Run 1, placed standard cells:
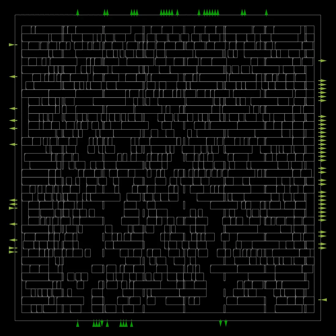
Run 1, local utilization:
Scale: 4 px per um. 10 x 10 tiles, from dark blue (low) to red (high), 0 to 100% covered.
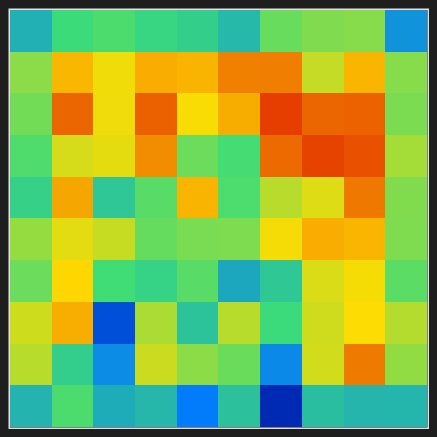
Run 1, cell sizes after repair:
Scale: 4 px per um.
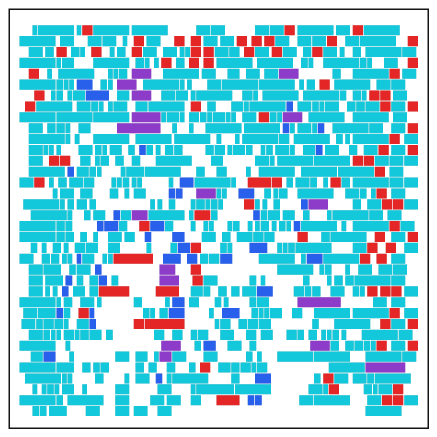
Run 1, I/O nets highlighted:
Scale: 4 px per um.
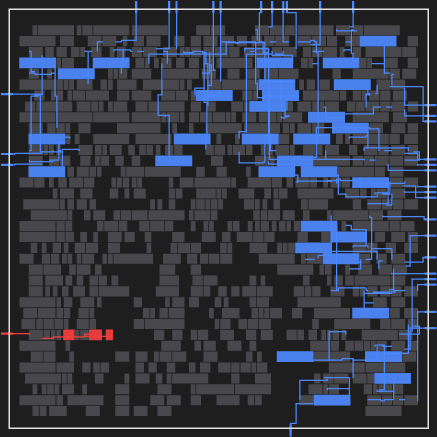
## config.mk

```make
export PLATFORM = sky130hd
export DESIGN_NAME = gg_parse_bit_window
export DESIGN_NICKNAME = d
export VERILOG_FILES = /design/src/rtl/gg_parse_bitwin_pkg.sv /design/src/rtl/gg_epb_filter.sv /design/src/rtl/gg_parse_bit_window.sv
export SDC_FILE = /design/constraint.sdc
export NUM_CORES = 1
export LEC_CHECK = 0
export CORE_MARGIN = 2
export CORE_UTILIZATION = 55
export CTS_CLUSTER_DIAMETER = 100
export DETAILED_ROUTE_END_ITERATION = 10
export GPL_TIMING_DRIVEN = 0
export PLACE_DENSITY = 0.81
export SYNTH_ARGS = -nofsm -noshare
export SYNTH_HDL_FRONTEND = slang
export SYNTH_SLANG_ARGS = --single-unit
```

## constraint.sdc

```tcl
create_clock -name clk -period 3.5 [get_ports clk]
set_clock_uncertainty 0.2 [all_clocks]
set_input_delay 0.875 -clock clk [delete_from_list [all_inputs] [get_ports clk]]
set_output_delay 0.875 -clock clk [all_outputs]
set_load 0.01 [all_outputs]
```

## src/rtl/gg_parse_bitwin_pkg.sv

```systemverilog
// Shared types and constants for the byte-to-word bit window front end.
package gg_parse_bitwin_pkg;

  typedef enum logic [1:0] {IDLE, FILL, FLUSH} bitwin_state_t;

  localparam logic [7:0]  EPB_BYTE = 8'h03;
  localparam int unsigned EPB_ZRUN = 2;

endpackage

```

## src/rtl/gg_epb_filter.sv

```systemverilog
// Emulation-prevention byte filter: tracks the zero run, decides whether the
// current byte is kept, and flags an illegal byte following a stripped 0x03.
module gg_epb_filter
  import gg_parse_bitwin_pkg::*;
(
  input  logic       clk,
  input  logic       reset,
  input  logic       take,
  input  logic       first,
  input  logic [7:0] data,
  output logic       keep,
  output logic       err
);

  logic [1:0] zcnt_q, zcnt_d, zcnt_eff;
  logic       pend_q, pend_d;
  logic       err_q, err_d;
  logic       drop;

  always_comb begin
    // A first byte starts a fresh NAL, so it sees an empty zero run.
    zcnt_eff = first ? 2'd0 : zcnt_q;
    drop     = (data == EPB_BYTE) && (zcnt_eff == 2'(EPB_ZRUN));
    keep     = !drop;
    zcnt_d   = zcnt_q;
    pend_d   = pend_q;
    err_d    = 1'b0;
    if (take) begin
      err_d  = pend_q && !first && (data > EPB_BYTE);
      pend_d = drop;
      if (data != 8'h00) begin
        zcnt_d = 2'd0;
      end else if (zcnt_eff != 2'(EPB_ZRUN)) begin
        zcnt_d = zcnt_eff + 2'd1;
      end else begin
        zcnt_d = zcnt_eff;
      end
    end
  end

  always_ff @(posedge clk or negedge reset) begin
    if (!reset) begin
      zcnt_q <= 2'd0;
      pend_q <= 1'b0;
      err_q  <= 1'b0;
    end else begin
      zcnt_q <= zcnt_d;
      pend_q <= pend_d;
      err_q  <= err_d;
    end
  end

  assign err = err_q;

endmodule

```

## src/rtl/gg_parse_bit_window.sv

```systemverilog
// Packs an EPB-stripped NAL byte stream big-endian into WID-bit words, each
// with a 32-bit lookahead, framed by first/last markers.
module gg_parse_bit_window
  import gg_parse_bitwin_pkg::*;
#(
  parameter int unsigned WID = 32
) (
  input  logic           clk,
  input  logic           reset,
  input  logic [7:0]     in_byte,
  input  logic           in_valid,
  input  logic           in_first,
  input  logic           in_last,
  output logic           in_ready,
  output logic [WID-1:0] out_bits,
  output logic [31:0]    out_pad,
  output logic           out_valid,
  input  logic           out_ready,
  output logic           out_first,
  output logic           out_last,
  output logic           ep_err
);

  localparam int unsigned CAP = WID + 40;
  localparam int unsigned CW  = $clog2(CAP + 1);

  localparam logic [CW-1:0] WID_C   = CW'(WID);
  localparam logic [CW-1:0] LIM_IN  = CW'(CAP - 8);
  localparam logic [CW-1:0] LIM_OUT = CW'(WID + 32);
  localparam logic [CW-1:0] BYTE_C  = CW'(8);

  bitwin_state_t  state_q, state_d;
  logic [CAP-1:0] buf_q, buf_d, shifted;
  logic [CW-1:0]  fcnt_q, fcnt_d, base;
  logic           first_q, first_d;
  logic           accept, take, keep, push, pop;

  always_comb begin
    in_ready  = 1'b1;
    out_valid = 1'b0;
    out_last  = 1'b0;
    case (state_q)
      FILL: begin
        in_ready  = (fcnt_q <= LIM_IN);
        out_valid = (fcnt_q >= LIM_OUT);
      end
      FLUSH: begin
        in_ready  = 1'b0;
        out_valid = (fcnt_q != '0);
        out_last  = (fcnt_q != '0) && (fcnt_q <= WID_C);
      end
      default: ;
    endcase
  end

  assign accept = in_valid & in_ready;
  // Bytes arriving in IDLE without a first marker belong to no NAL.
  assign take   = accept & ((state_q != IDLE) | in_first);
  assign push   = take & keep;
  assign pop    = out_valid & out_ready;

  gg_epb_filter u_epb (
    .clk   (clk),
    .reset (reset),
    .take  (take),
    .first (in_first),
    .data  (in_byte),
    .keep  (keep),
    .err   (ep_err)
  );

  always_comb begin
    shifted = pop ? (buf_q << WID) : buf_q;
    base    = fcnt_q;
    if (pop) begin
      base = (fcnt_q > WID_C) ? (fcnt_q - WID_C) : '0;
    end
    buf_d  = shifted;
    fcnt_d = base;
    if (push) begin
      // Region below the fill level is always zero, so OR-in is enough.
      buf_d  = shifted | ({in_byte, {(CAP-8){1'b0}}} >> base);
      fcnt_d = base + BYTE_C;
    end
    state_d = state_q;
    first_d = pop ? 1'b0 : first_q;
    case (state_q)
      IDLE: begin
        if (take) begin
          state_d = in_last ? FLUSH : FILL;
          first_d = 1'b1;
        end
      end
      FILL: begin
        if (take && in_last) state_d = FLUSH;
      end
      FLUSH: begin
        if ((fcnt_q == '0) || (pop && out_last)) begin
          state_d = IDLE;
          fcnt_d  = '0;
          buf_d   = '0;
          first_d = 1'b0;
        end
      end
      default: state_d = IDLE;
    endcase
  end

  always_ff @(posedge clk or negedge reset) begin
    if (!reset) begin
      state_q <= IDLE;
      buf_q   <= '0;
      fcnt_q  <= '0;
      first_q <= 1'b0;
    end else begin
      state_q <= state_d;
      buf_q   <= buf_d;
      fcnt_q  <= fcnt_d;
      first_q <= first_d;
    end
  end

  assign out_bits  = buf_q[CAP-1 -: WID];
  assign out_pad   = buf_q[CAP-1-WID -: 32];
  assign out_first = first_q & out_valid;

endmodule

```

==> PnR_summary.wiki, run 1 <==
== Implementation results ==
{| class="wikitable"
! Metric !! Value
|-
| Result of the run || finished clean
|-
| Fraction of area in multi-input gates || 38.9%
|-
| Post-Synth Simple-Gate Area || 17.6%
|-
| Count of library flops with an enable pin || 0
|-
| Async S/R FF share, synth || 100%
|-
| Leak Pwr || 3.13 nW
|-
| Largest delay contributor family on the critical path || simple AND/OR/NAND/NOR gates
|-
| Critical path data arrival time || 2320 ps
|-
| Peak Freq || 294 MHz
|-
| H-tree levels || 3
|-
| Most common cell in the netlist || sky130_fd_sc_hd__dfrtp_1
|-
| Post-route ant nets || 0
|-
| Post-layout minimum cycle time || 3400 ps
|-
| Share of post-route cells with drive strength above 1 || 20.6%
|-
| Clock-cell share of area || 3.36%
|-
| Total CTS buffers || 9
|-
| Power group with the highest consumption || combinational cells
|-
| Netlist area before placement || 5540 um^2
|-
| Synthesized netlist net count || 629
|-
| GRT met1 Usage || 42.8%
|-
| Count of instantiated cells in the yosys netlist || 609
|-
| Cell class with the largest area share || logic gates
|-
| GR peak layer || met2
|-
| Placement Cell Area || 6550 um^2
|-
| First-pass iteration count of the detailed router || 6
|-
| Number of vias per cell after detailed routing || 6.09
|-
| Top cell area share || 38.9%
|-
| Inverter count || 20
|-
| Slowest cell on the critical path || sky130_fd_sc_hd__dfrtp_1
|-
| Crit path from || fcnt_q[1]$_DFF_PN0_
|-
| Type of the tightest min-delay check || primary input to asynchronous set/reset pin
|-
| Worst voltage drop across the vdd grid || 456 uV
|-
| Die W || 104 um
|-
| Distinct lib cells used || 76
|}
About 'placed standard cells':
cell row count: 36
number of tapcells: 133
Fillers: 784

About 'local utilization':
tiles over 75% full	24%
mean over tiles	62%
fullest tile	93%
starting density of the core: 56.7%
Floorplan Core Area: 9770 um^2
final cell utilization of the core: 70.2%

About 'cell sizes after repair':
color	size	cells	share	most used
cyan	drive 1 or less	568	79%	dfrtp_1
red	drive 3 to 4	85	12%	buf_4
purple	drive 6 and up	17	2.4%	clkbuf_8
blue	drive 2	45	6.3%	buf_2
growth of design area from synthesis to finish: 23.9%
final design area excluding fillers: 6860 um^2
slack of the critical path: 104 ps

About 'I/O nets highlighted':
color	port	direction	end cells	buffers	wire
red	in_valid	input	3	1	24.6 um
blue	out_pad	output	32	64	1310 um
top-level port count: 83
input/output buffers: 82

run 1: metrics by stage:
stage / total power, mW / setup slack [ps] / std cells / util (%) / TNS, ps
2_1_floorplan: 3.83 / 731 / 609 / - / 0
3_3_place_gp: 5.08 / -1700 / 824 / 66.8 / -152380
3_5_place_dp: 5.15 / -293 / 825 / 67.0 / -6040
4_1_cts: 6.04 / 53.4 / 844 / 69.7 / 0
5_1_grt: 6.49 / 2.80 / 848 / 70.2 / 0
6_report: 6.13 / 104 / 848 / 70.2 / 0
run 1: per-layer routing:
layer / routed length, um / up-vias
met5: 0 / -
met4: 701 / 0
met3: 1690 / 64
met2: 7950 / 294
met1: 7090 / 2460
li1: - / 2343
run 1: layout by cell type (no fill, tap or decap), types with 8 or more instances in the layout:
| master | instances |
|---|---|
| sky130_fd_sc_hd__buf_2 | 20 |
| sky130_fd_sc_hd__o22ai_1 | 22 |
| sky130_fd_sc_hd__a22oi_1 | 11 |
| sky130_fd_sc_hd__a31oi_1 | 13 |
| sky130_fd_sc_hd__clkbuf_1 | 10 |
| sky130_fd_sc_hd__o21ai_0 | 33 |
| sky130_fd_sc_hd__clkdlybuf4s50_1 | 81 |
| sky130_fd_sc_hd__inv_1 | 17 |
| sky130_fd_sc_hd__nand2_1 | 82 |
| sky130_fd_sc_hd__a21oi_1 | 13 |
| sky130_fd_sc_hd__buf_4 | 76 |
| sky130_fd_sc_hd__clkbuf_8 | 10 |
| sky130_fd_sc_hd__nor2_1 | 37 |
| sky130_fd_sc_hd__mux2i_1 | 33 |
| sky130_fd_sc_hd__nor3_1 | 8 |
| sky130_fd_sc_hd__and2_1 | 10 |
| sky130_fd_sc_hd__dfrtp_1 | 86 |
| sky130_fd_sc_hd__nand3_1 | 16 |
==> run 1 -> run 2 <==
SLEW_MARGIN = 15   (was not set)
Run 2, I/O nets highlighted:
Scale: 4 px per um.
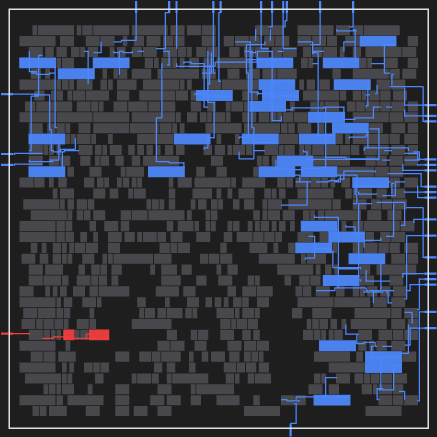
color	port	direction	end cells	buffers	wire
red	in_valid	input	3	1	24.4 um
blue	out_pad	output	32	64	1310 um

Run 2, the metal 1 layer:
Scale: 6 px per um. Supply wires on this layer in gray. Cells faint in the background.
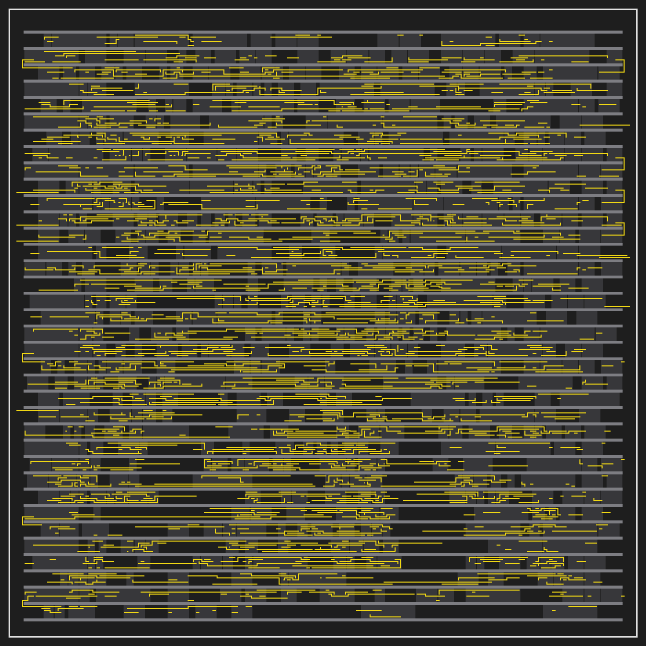
longest straight run	44.2 um
share of all routed wire	42%
wire length on this layer	7290 um
via count: 5098
GRT met1 Usage: 43.3%
WL final: 17400 um

Run 2, cell sizes after repair:
Scale: 4 px per um.
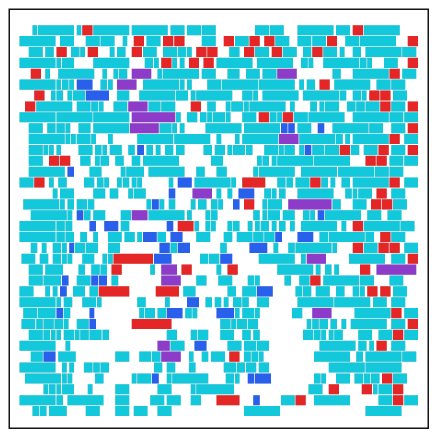
color	size	cells	share	most used
purple	drive 6 and up	17	2.4%	clkbuf_8
red	drive 3 to 4	81	11%	buf_4
blue	drive 2	45	6.3%	buf_2
cyan	drive 1 or less	569	80%	dfrtp_1
growth of design area from synthesis to finish: 23.4%
final design area excluding fillers: 6840 um^2
number of ordinary and repair buffers in the finished layout: 187
slack of the critical path: 84.6 ps

==> run 2 against run 1 <==
Net effect: die size stayed put; combinational power hardly changed; power is 0.25% lower; core utilization is 0.27 points lower; sequential cell count stayed put; hold slack better by 28 ps; non-clock buffer count is 3 lower; largest cell class unchanged; clock power is 1% higher; sequential share of layout area is 0.12 points higher.
==> PnR_summary.wiki, run 2 <==
== Implementation results ==
{| class="wikitable"
! Metric !! Value
|-
| Clock-cell share of area || 3.37% (+0.013 points)
|-
| Die W || 104 um (unchanged)
|-
| Fraction of area in multi-input gates || 39.1% (+0.15 points)
|-
| Inverter count || 20 (unchanged)
|-
| Peak Freq || 293 MHz (-0.57%)
|-
| Top-level port count || 83 (unchanged)
|-
| Post-route ant nets || 0 (unchanged)
|-
| Final cell utilization of the core || 69.9% (-0.27 points)
|-
| Maximum fanout along the worst path || 6
|-
| Leak Pwr || 3.11 nW (-0.42%)
|-
| Count of instantiated cells in the yosys netlist || 609 (unchanged)
|-
| Highest metal layer used by the detailed router || met4
|-
| CP startpoint kind || register
|-
| Worst voltage drop across the vdd grid || 471 uV (+3.2%)
|-
| Most common cell in the netlist || sky130_fd_sc_hd__dfrtp_1
|-
| Cell row count || 36 (unchanged)
|-
| Fillers || 795 (+1.4%)
|-
| Floorplan Core Area || 9770 um^2 (unchanged)
|-
| Most frequently placed logic cells in the final layout || sky130_fd_sc_hd__dfrtp_1, sky130_fd_sc_hd__nand2_1, sky130_fd_sc_hd__clkdlybuf4s50_1
|-
| Total CTS buffers || 9 (unchanged)
|-
| Instance count on the critical path || 6
|-
| Async S/R FF share, synth || 100% (unchanged)
|-
| Sequential cell area fraction in the yosys report || 38.9%
|-
| H-tree levels || 3 (unchanged)
|-
| Number of vias per cell after detailed routing || 6.03 (-0.87%)
|-
| Largest delay contributor family on the critical path || simple AND/OR/NAND/NOR gates
|-
| Length of routed met2 wiring || 8210 um (+3.3%)
|-
| Depth of the most critical reg-to-reg path || 10
|-
| Top cell area share || 38.9% (unchanged)
|-
| Share of post-route cells with drive strength above 1 || 20.1% (-0.48 points)
|-
| Count of library flops with an enable pin || 0 (unchanged)
|-
| Type of the tightest min-delay check || primary input to asynchronous set/reset pin
|-
| Critical path data arrival time || 2340 ps (+20 ps)
|-
| Result of the run || finished clean
|-
| Starting density of the core || 56.7% (unchanged)
|-
| Number of tapcells || 133 (unchanged)
|-
| GR peak layer || met2
|-
| Req. time, crit path || 2420 ps
|-
| Detailed-route wire length on metal 1 || 7290 um (+2.7%)
|-
| Distinct lib cells used || 76 (unchanged)
|-
| Input/output buffers || 82 (unchanged)
|-
| Slowest cell on the critical path || sky130_fd_sc_hd__dfrtp_1
|-
| First-pass iteration count of the detailed router || 6 (unchanged)
|-
| Crit path from || fcnt_q[1]$_DFF_PN0_
|-
| Post-layout minimum cycle time || 3420 ps (+19.3 ps)
|-
| DR WL met3 || 1290 um (-23%)
|-
| Cell class with the largest area share || logic gates
|-
| Netlist area before placement || 5540 um^2 (unchanged)
|}
==> run 2: cell counts after synthesis <==
No cell type changed its count.
==> run 2: where the power goes <==
| group | internal [mW] | switching (mW) |
|---|---|---|
| clock | 0.428 | 0.409 |
| sequential | 1.39 | 0.281 |
| combinational | 1.74 | 1.87 |
==> run 2: logic make-up (layout without fill, tap and decap cells) <==
logic type	Yosys count	count (layout)	synth area share [%]
buf+inv	120	223	13.4
compound gates	157	157	20.7
fa+ha+maj	7	7	1.54
mux	39	39	7.46
simple gates	197	197	17.6
xor+xnor	3	3	0.475
flops	86	86	38.9
==> run 2: how the worst min path moves through the flow <==
stage | slack (ps) | start | endpoint
3_3_place_gp | 260 | buf_q[2]$_DFF_PN0_ | buf_q[2]$_DFF_PN0_
4_1_cts | 200 | reset | fcnt_q[1]$_DFF_PN0_
6_report | 190 | reset | fcnt_q[1]$_DFF_PN0_
5_1_grt | 230 | reset | fcnt_q[1]$_DFF_PN0_
2_1_floorplan | 240 | buf_q[2]$_DFF_PN0_ | buf_q[2]$_DFF_PN0_
3_5_place_dp | 270 | buf_q[2]$_DFF_PN0_ | buf_q[2]$_DFF_PN0_
==> run 2: metrics by stage <==
step | cell area [um^2] | instances | setup TNS, ps | worst slack (ps) | total power, mW
after global routing | 6840 | 845 | -40.2 | -40.2 | 6.46
final | 6840 | 845 | 0 | 84.6 | 6.11
after floorplan | 5540 | 609 | 0 | 731 | 3.83
after global placement | 6530 | 824 | -152380 | -1700 | 5.08
after detailed placement | 6550 | 825 | -5920 | -308 | 5.16
after CTS | 6810 | 844 | 0 | 61.9 | 6.04
==> run 2: repair_timing <==
item                       CTS  global route
setup endpoints to repair    1            19
pin swaps                    1             2
hold buffers                 0             0
buffers inserted             3             1
gates resized                1             5
hold endpoints to repair     0             0
Power figures rest on the tool's default switching activity, not on a simulated workload.
